run_1/final_congestion.png
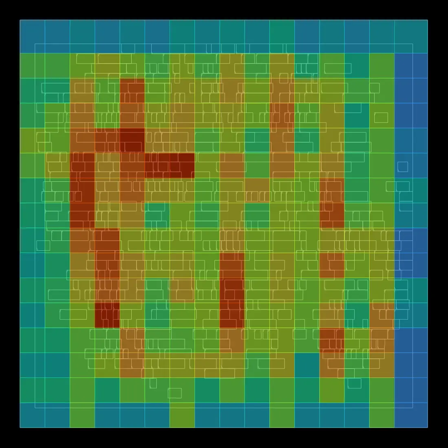
run_1/met4.png
Drawn at 3 px/um. Supply wires on this layer in grey.
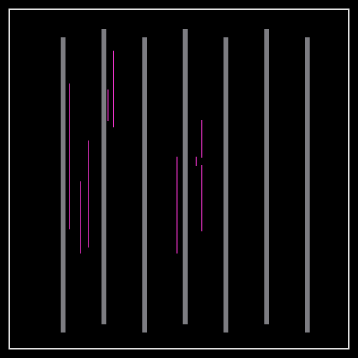
run_1/clock_map.png
Drawn at 3 px/um.
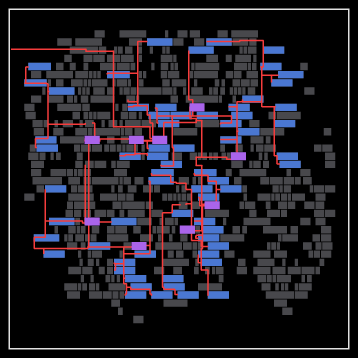
run_1/density.png
Drawn at 3 px/um. The die is cut into 11 by 11 equal tiles; dark blue is low, red is high, 0 to 100% covered.
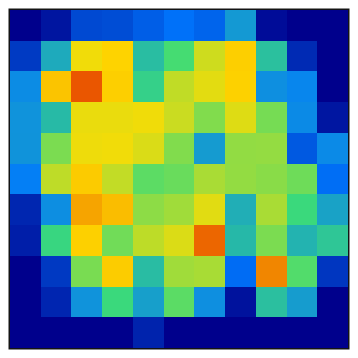
<file path="config.mk">
export PLATFORM = sky130hd
export DESIGN_NAME = score_tracker
export DESIGN_NICKNAME = d
export VERILOG_FILES = /design/src/rtl/snake_pkg.sv /design/src/rtl/digit_glyph.sv /design/src/rtl/score_tracker.sv
export SDC_FILE = /design/constraint.sdc
export NUM_CORES = 1
export LEC_CHECK = 0
export CAP_MARGIN = 0
export CORE_MARGIN = 4
export CORE_UTILIZATION = 35
export CTS_CLUSTER_SIZE = 10
export DETAILED_ROUTE_END_ITERATION = 10
export GPL_TIMING_DRIVEN = 0
export MAX_ROUTING_LAYER = met4
export PLACE_DENSITY = 0.56
export SETUP_SLACK_MARGIN = 0.4
export SLEW_MARGIN = 20
export SYNTH_ARGS = -nofsm -noshare
export SYNTH_HDL_FRONTEND = slang
export SYNTH_SLANG_ARGS = --single-unit
</file>
<file path="constraint.sdc">
create_clock -name clk -period 2.8 [get_ports clk]
set_input_delay 0.28 -clock clk [delete_from_list [all_inputs] [get_ports clk]]
set_output_delay 0.28 -clock clk [all_outputs]
set_load 0.03 [all_outputs]
</file>
<file path="src/rtl/snake_pkg.sv">
// snake_pkg: game/collision encodings shared with the game FSM, plus BCD helper
package snake_pkg;

    localparam logic [1:0] IDLE            = 2'b00;
    localparam logic [1:0] PLAY            = 2'b01;
    localparam logic [1:0] GAME_OVER       = 2'b11;

    localparam logic [1:0] NONE            = 2'b00;
    localparam logic [1:0] COLLISION       = 2'b01;
    localparam logic [1:0] APPLE_COLLECTED = 2'b10;

    // Saturating 2-digit BCD increment: 99 stays 99
    function automatic logic [7:0] bcd_inc(input logic [7:0] v);
        return v == 8'h99 ? v :
               v[3:0] == 4'd9 ? {v[7:4] + 4'd1, 4'd0} : {v[7:4], v[3:0] + 4'd1};
    endfunction

endpackage

</file>
<file path="src/rtl/digit_glyph.sv">
// digit_glyph: 3x5 glyph ROM lookup, lit flag for one cell of a BCD digit
module digit_glyph (
    input  logic [3:0] digit,
    input  logic [1:0] col,
    input  logic [2:0] row,
    output logic       lit
);

    logic [14:0] glyph;
    logic [15:0] padded;
    logic [3:0]  idx;

    // Row-major, MSB is row 0 col 0; codes A-F render blank
    always_comb begin
        case (digit)
            4'd0:    glyph = 15'b111_101_101_101_111;
            4'd1:    glyph = 15'b010_110_010_010_111;
            4'd2:    glyph = 15'b111_001_111_100_111;
            4'd3:    glyph = 15'b111_001_111_001_111;
            4'd4:    glyph = 15'b101_101_111_001_001;
            4'd5:    glyph = 15'b111_100_111_001_111;
            4'd6:    glyph = 15'b111_100_111_101_111;
            4'd7:    glyph = 15'b111_001_001_001_001;
            4'd8:    glyph = 15'b111_101_111_101_111;
            4'd9:    glyph = 15'b111_101_111_001_111;
            default: glyph = '0;
        endcase
    end

    assign padded = {glyph, 1'b0};
    assign idx    = {1'b0, row} * 4'd3 + {2'b00, col};
    assign lit    = col != 2'd3 && row < 3'd5 && padded[4'd15 - idx];

endmodule

</file>
<file path="src/rtl/score_tracker.sv">
// score_tracker: BCD score / high score keeping and registered glyph pixel output
module score_tracker
    import snake_pkg::*;
#(
    parameter int         BIT        = 10,
    parameter int         SCALE_LOG2 = 2,
    parameter int         SCORE_X    = 16,
    parameter int         HIGH_X     = 560,
    parameter int         DIGIT_Y    = 8,
    parameter logic [2:0] RGB_SCORE  = 3'b111,
    parameter logic [2:0] RGB_HIGH   = 3'b110
) (
    input  logic           clk,
    input  logic           reset,
    input  logic [1:0]     game_state,
    input  logic [1:0]     collision_state,
    input  logic [BIT-1:0] x_pos,
    input  logic [BIT-1:0] y_pos,
    output logic           score_active,
    output logic [2:0]     rgb,
    output logic [7:0]     score_bcd,
    output logic [7:0]     high_bcd
);

    localparam int CELL = 1 << SCALE_LOG2;

    logic           apple_q;
    logic [1:0]     prev_state;
    logic           apple_rise;
    logic           round_start;
    logic           over_entry;
    logic [3:0]     digit [4];
    logic [3:0]     lit;
    logic [BIT-1:0] dy;
    logic [BIT-1:0] row;

    assign apple_rise  = collision_state == APPLE_COLLECTED && !apple_q;
    assign round_start = prev_state == IDLE && game_state == PLAY;
    assign over_entry  = prev_state != GAME_OVER && game_state == GAME_OVER;

    assign digit[0] = score_bcd[7:4];
    assign digit[1] = score_bcd[3:0];
    assign digit[2] = high_bcd[7:4];
    assign digit[3] = high_bcd[3:0];

    assign dy  = y_pos - BIT'(DIGIT_Y);
    assign row = dy >> SCALE_LOG2;

    // Pixels left of / above a window wrap to large offsets and fall outside
    for (genvar g = 0; g < 4; g++) begin : g_digit
        localparam int X = (g < 2 ? SCORE_X : HIGH_X) + (g % 2) * 4 * CELL;
        logic [BIT-1:0] dx;
        logic [BIT-1:0] col;
        logic           in_win;
        logic           glyph_lit;
        assign dx     = x_pos - BIT'(X);
        assign col    = dx >> SCALE_LOG2;
        assign in_win = col < BIT'(3) && row < BIT'(5);
        digit_glyph u_glyph (
            .digit (digit[g]),
            .col   (col[1:0]),
            .row   (row[2:0]),
            .lit   (glyph_lit)
        );
        assign lit[g] = in_win && glyph_lit;
    end

    always_ff @(posedge clk) begin
        if (reset) begin
            apple_q      <= 1'b0;
            prev_state   <= IDLE;
            score_bcd    <= '0;
            high_bcd     <= '0;
            score_active <= 1'b0;
            rgb          <= '0;
        end else begin
            apple_q    <= collision_state == APPLE_COLLECTED;
            prev_state <= game_state;
            if (round_start)
                score_bcd <= '0;
            else if (apple_rise && game_state == PLAY)
                score_bcd <= bcd_inc(score_bcd);
            // Valid BCD orders the same as binary, so a plain compare is tens-then-ones
            if (over_entry && score_bcd > high_bcd)
                high_bcd <= score_bcd;
            score_active <= |lit;
            rgb          <= |lit[1:0] ? RGB_SCORE : |lit[3:2] ? RGB_HIGH : 3'b000;
        end
    end

endmodule
</file>
==> results.txt, run 1 <==
run results: Reg2Reg Setup Slack=0.38 ns, io pins=46, maximum clock insertion buffer count=2, final hold slack=0.277 ns, remaining global-route overflow=0, flop share of the area=0.251, type of the worst setup path=reg -> reg, number of stages on the worst hold path=2, synthesized flop and latch total=65, Clk pin slew, worst setup/hold paths=0.08 ns, largest cell class by area=multi-input combinational cells, via count of the first global-routing pass=3288, startpoint of the lowest-slack register-to-register path=high_bcd[1], Synth Area in Compound Gates=0.151, core utilization at floorplan=0.365, FA/HA/MAJ Cells, Area Fraction=0.119, max-cap violations=0, Synth Cell Area=3830 sq um, first-pass GRT wire length=16200 um, Worst Reg-to-Reg Cells=10, inverter count of the layout excluding clock inverters=40, max_slew headroom=0.623, dominant logic cell types in the final layout=50 x sky130_fd_sc_hd__dfxtp_1, 45 x sky130_fd_sc_hd__nand2_1, 36 x sky130_fd_sc_hd__clkdlybuf4s50_1, standard cell core area=10500 sq um, overall power consumption=2.15 mW, post-layout period usage=0.863, area fraction in mux cells=0.114, Seq/Total Area, Yosys=0.339, CTS HTree Levels=3, Largest cells by area=sky130_fd_sc_hd__dfxtp_1 34%, sky130_fd_sc_hd__ha_1 11%, sky130_fd_sc_hd__mux2i_1 5.2%, Most used DFF post-synth=sky130_fd_sc_hd__dfxtp_1, post-route ant nets=0, bufs w/o clock=85, Cell Chain, Critical Path=inv_4, ha_4, nor2b_4, o211ai_1, a21oi_2, o221ai_4, buf_6, or4b_2, a21o_1, o211ai_1, total via count in the routed design=3323, TritonCTS sink count=65, endpoints failing hold=0, Worst-Skew Late Latency=0.35 ns, die width=113 um, max reg flops=44, setup_tns=0 ns, total of endpoints with negative setup slack in the final report=0, Hold Crit Endpoint=prev_state[1], stage-log warning count=50, number of antenna diodes=0, proportion of layout cells with a drive suffix above 1=0.314, Required @ worst endpoint=3.07 ns, number of post-CTS setup repair buffers=16, count of clock-net buffers in the final layout=9, most frequent cell after synthesis=sky130_fd_sc_hd__dfxtp_1, outcome=completed, combined area of the multi-input logic cells=2700 sq um, Max Fanout on Critical Path=7, main logic family after synthesis=simple AND/OR/NAND/NOR gates, library cell contributing the largest single delay on the critical path=sky130_fd_sc_hd__or4b_2, cell at the root of the clock tree=sky130_fd_sc_hd__clkbuf_8, vertical die dimension=113 um, filler cell count=985, Post-Place Cell Area=4550 sq um, DRT Pass-1 Iters=4, remaining design rule violation count=0
Notes on final_congestion.png above:
global-route track usage on met3: 0.0361
met1 Resource Use GR: 0.204

Notes on met4.png above:
share of all routed wire: 2.1%
nets with wire on the layer: 6

Notes on clock_map.png above:
legend:
  blue:
    item: flip-flops
    count: 65
  red:
    item: clock wires
    length: 903 um
  purple:
    item: cells driving clock nets
    count: 9
routed clock nets: 10
flops lie: spread over the die

Notes on density.png above:
mean over tiles: 41%
nearly empty tiles: 15%
densest ninth of the die: middle
tiles over 75% full: 11%
fullest tile: 90%

-- run 1: worst max-delay path: cells and delay by family, from the launching register on --
kind,cells,cell delay [ns]
flops,1,0.36
buf+inv,2,0.22
compound gates,5,0.77
fa+ha+maj,1,0.26
simple gates,2,0.72
-- run 1: routing by layer --
layer,vias up,share of wire,global-route usage
li1,1668,-,-
met1,1564,0.46,0.204
met2,71,0.48,0.258
met3,20,0.041,0.0361
met4,0,0.021,0.0345
met5,-,0,-
-- run 1: power breakdown --
| part | switching (mW) | internal, mW | total, mW |
|---|---|---|---|
| clock network | 0.400 | 0.419 | 0.818 |
| registers | 0.00372 | 0.921 | 0.924 |
| logic | 0.198 | 0.211 | 0.410 |
| total | 0.602 | 1.55 | 2.15 |
run_1/port_nets.png
Drawn at 2 px/um.
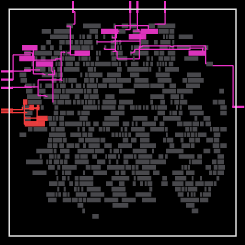

==> run 2, diff against run 1 <==
Settings changed: HOLD_SLACK_MARGIN from default to 0.02, SETUP_SLACK_MARGIN 0.4 to default.
run_2/port_nets.png
Drawn at 2 px/um.
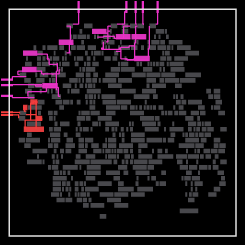
legend:
  magenta:
    port: high_bcd
    direction: output
    end_cells: 8
    buffers: 8
    wire: 323 um
  red:
    port: game_state
    direction: input
    end_cells: 5
    buffers: 2
    wire: 62.5 um
port buffer count: 41
io pins: 46

==> run 2 against run 1 <==
Area after synthesis stayed put. Critical endpoint unchanged. First-iteration DRC count is 9.2% higher. Largest cell class unchanged. Maximum frequency is 8.0% lower. Routed wire length is 9.7% lower. Sequential cell count stayed put. Highest routed layer unchanged.
==> results.txt, run 2 <==
run results: max-cap violations=0, largest net degree at the start of global routing=13, hold_sp=collision_state[0], number of post-CTS setup repair buffers=4, DRT Pass-1 Iters=4, CTS HTree Levels=3, total of endpoints with negative setup slack in the final report=0, proportion of layout cells with a drive suffix above 1=0.157, stage-log warning count=47, most frequent cell after synthesis=sky130_fd_sc_hd__dfxtp_1, post-route ant nets=0, clock network power=786 uW, number of distinct library cells after synthesis=57, Cell Chain, Critical Path=inv_1, ha_1, nor2b_1, o211ai_1, a21oi_1, o221ai_2, buf_4, mux2i_1, nor2_1, ha_1, or2_2, o211ai_1, met1 Resource Use GR=0.210, worst IR drop on VDD=247 uV, synthesized flop and latch total=65, die width=113 um, Required @ worst endpoint=3.07 ns, overall die area=12700 sq um, Resized cells post-CTS=12, wire length on met2=4110 um, total via count in the routed design=3134, core utilization at floorplan=0.365, library cell contributing the largest single delay on the critical path=sky130_fd_sc_hd__dfxtp_2, Hold Crit Endpoint=apple_q, total routed wire length on the met1 layer=4690 um, switching power summed over all nets=557 uW, drt via density=5.01, combinational power share=0.170, Layout Cell Area excl Fill=4730 sq um, fmax=0.381 GHz, final hold slack=0.505 ns, cell internal power dissipation=1.51 mW, biggest power consumer among the groups=sequential cells, Seq group=933 uW, layout net count=546, worst reg2reg path endpoint=g_digit[2].u_glyph.glyph[8], actual transition at the worst max-transition pin=0.612 ns, worst endpoint data arrival time=2.89 ns, RD Place Congestion=0.820, Crit path largest cell delay=0.37 ns, cell at the root of the clock tree=sky130_fd_sc_hd__clkbuf_8, Post-Synthesis Mean Instance Area=8.96 sq um, Synth Area in Compound Gates=0.151, fin cells=625, number of placed instances with taps included=605, final critical delay including setup and external delays=2.63 ns, floorplan row count=37, overall power consumption=2.07 mW, hold_buf cts=0, via count of the first global-routing pass=3183, Worst-Skew Late Latency=0.35 ns, part of the power in registers=0.451, dominant logic cell types in the final layout=59 x sky130_fd_sc_hd__dfxtp_1, 47 x sky130_fd_sc_hd__nand2_1, 39 x sky130_fd_sc_hd__inv_1, 39 x sky130_fd_sc_hd__clkdlybuf4s50_1, 35 x sky130_fd_sc_hd__ha_1, worst hold path class=in -> reg, first-pass GRT wire length=15800 um, combinational power=352 uW, CP Buf/Inv Count=2, FA/HA/MAJ Cells, Area Fraction=0.119, CP Capture Type=flip-flop, remaining design rule violation count=0, standard cell core area=10500 sq um, cell type contributing the most total cell area after synthesis=sky130_fd_sc_hd__dfxtp_1, number of standard cells reported by yosys=428, number of nets in the synthesized netlist=490, startpoint of the lowest-slack register-to-register path=high_bcd[1], TritonCTS clock tree=yes, area share of and/or/nand/nor cells after synthesis=0.186, final clock skew=0.0123 ns, highest routed metal layer=met4, fraction of post-synthesis cell area in the top cell type by area=0.339, antenna violations before repair=0, kind of cell adding the most delay to the critical path=simple AND/OR/NAND/NOR gates, post-layout period usage=0.938, setup_tns=0 ns, endpoints failing hold=0, number of stages on the worst hold path=2, number of cells on the critical path=12, number of antenna diodes=0, utilization after layout=0.450, startpoint type of the worst setup path=flip-flop, Detailed Place HPWL=7060 um, Synth Cell Area=3830 sq um, async set or reset register ratio after synthesis=0, Reg2Reg Setup Slack=0.17 ns, WL per Instance=14.8 um, xor/xnor cell area share of the yosys netlist=0.0251, layer with the highest usage=met2, Layout Area Growth over Synthesis=23.4%, vertical die dimension=113 um, overall routing resource usage=0.155, remaining global-route overflow=0, Largest cells by area=sky130_fd_sc_hd__dfxtp_1 34%, sky130_fd_sc_hd__ha_1 11%, sky130_fd_sc_hd__mux2i_1 5.2%, count of final max-slew check failures=0, maximum clock insertion buffer count=2, clock power share=0.379, type of the worst setup path=reg -> reg, Worst Reg-to-Reg Cells=12, Most used DFF post-synth=sky130_fd_sc_hd__dfxtp_1, Cells after Synth=428, Iteration-0 DRC Markers=154, main logic family after synthesis=simple AND/OR/NAND/NOR gates, sum of routed wire length over all layers=9220 um, switching power share of the total=0.269, Leak=1.98 nW, synth cell count leaders=65 x sky130_fd_sc_hd__dfxtp_1, 47 x sky130_fd_sc_hd__nand2_1, 39 x sky130_fd_sc_hd__inv_1, Post-Place Cell Area=4420 sq um, most common cell after layout, fill and taps aside=sky130_fd_sc_hd__dfxtp_1, power density of the placed cells=438 nW/um^2, warning count from the yosys run=0, max reg flops=44, RSZ-0062 raised after global routing=false, Seq/Total Area, Yosys=0.339, outcome=completed, max_slew headroom=0.580, min setup slack post-route=0.174 ns, beginning of the critical path=high_bcd[1], number of CTS-inserted buffers=9, Max Fanout on Critical Path=10, detailed-routed wire length on met3=311 um, Clk pin slew, worst setup/hold paths=0.08 ns, count of library flops with an enable pin=0, TritonCTS sink count=65, area fraction in mux cells=0.114
run_2/final_congestion.png
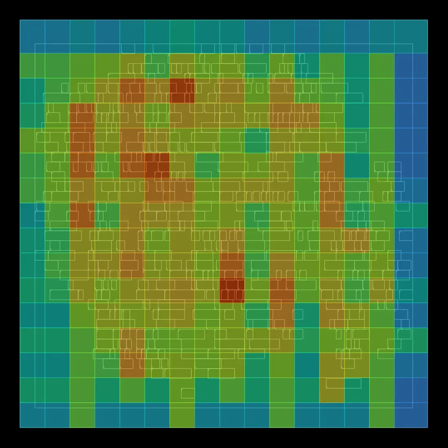
global-route track usage on met3: 0.0253
met2 usage: 0.240

==> run 2: cell counts after synthesis <==
Identical to the previous run, type by type.
==> run 2: worst max-delay path by stage <==
stage,end,slack [ns]
global placement,rgb[1],-1.04
finish,g_digit[2].u_glyph.glyph[8],0.17
floorplan,g_digit[0].u_glyph.glyph[3],0.01
CTS,g_digit[0].u_glyph.glyph[3],0.05
global route,g_digit[3].u_glyph.glyph[10],0.003
detailed placement,rgb[1],-1.04
==> run 2: layout make-up <==
class                   count  area (sq um)
flip-flops and latches     65          1310
plain buffers              15           103
multi-input cells         307          2340
clock buffers               9           124
repair buffers             46           462
inverters                  40           150
well taps                 136           170
clock inverters             7          71.3
fillers                  1041          5780
Power and IR drop assume default switching activity.
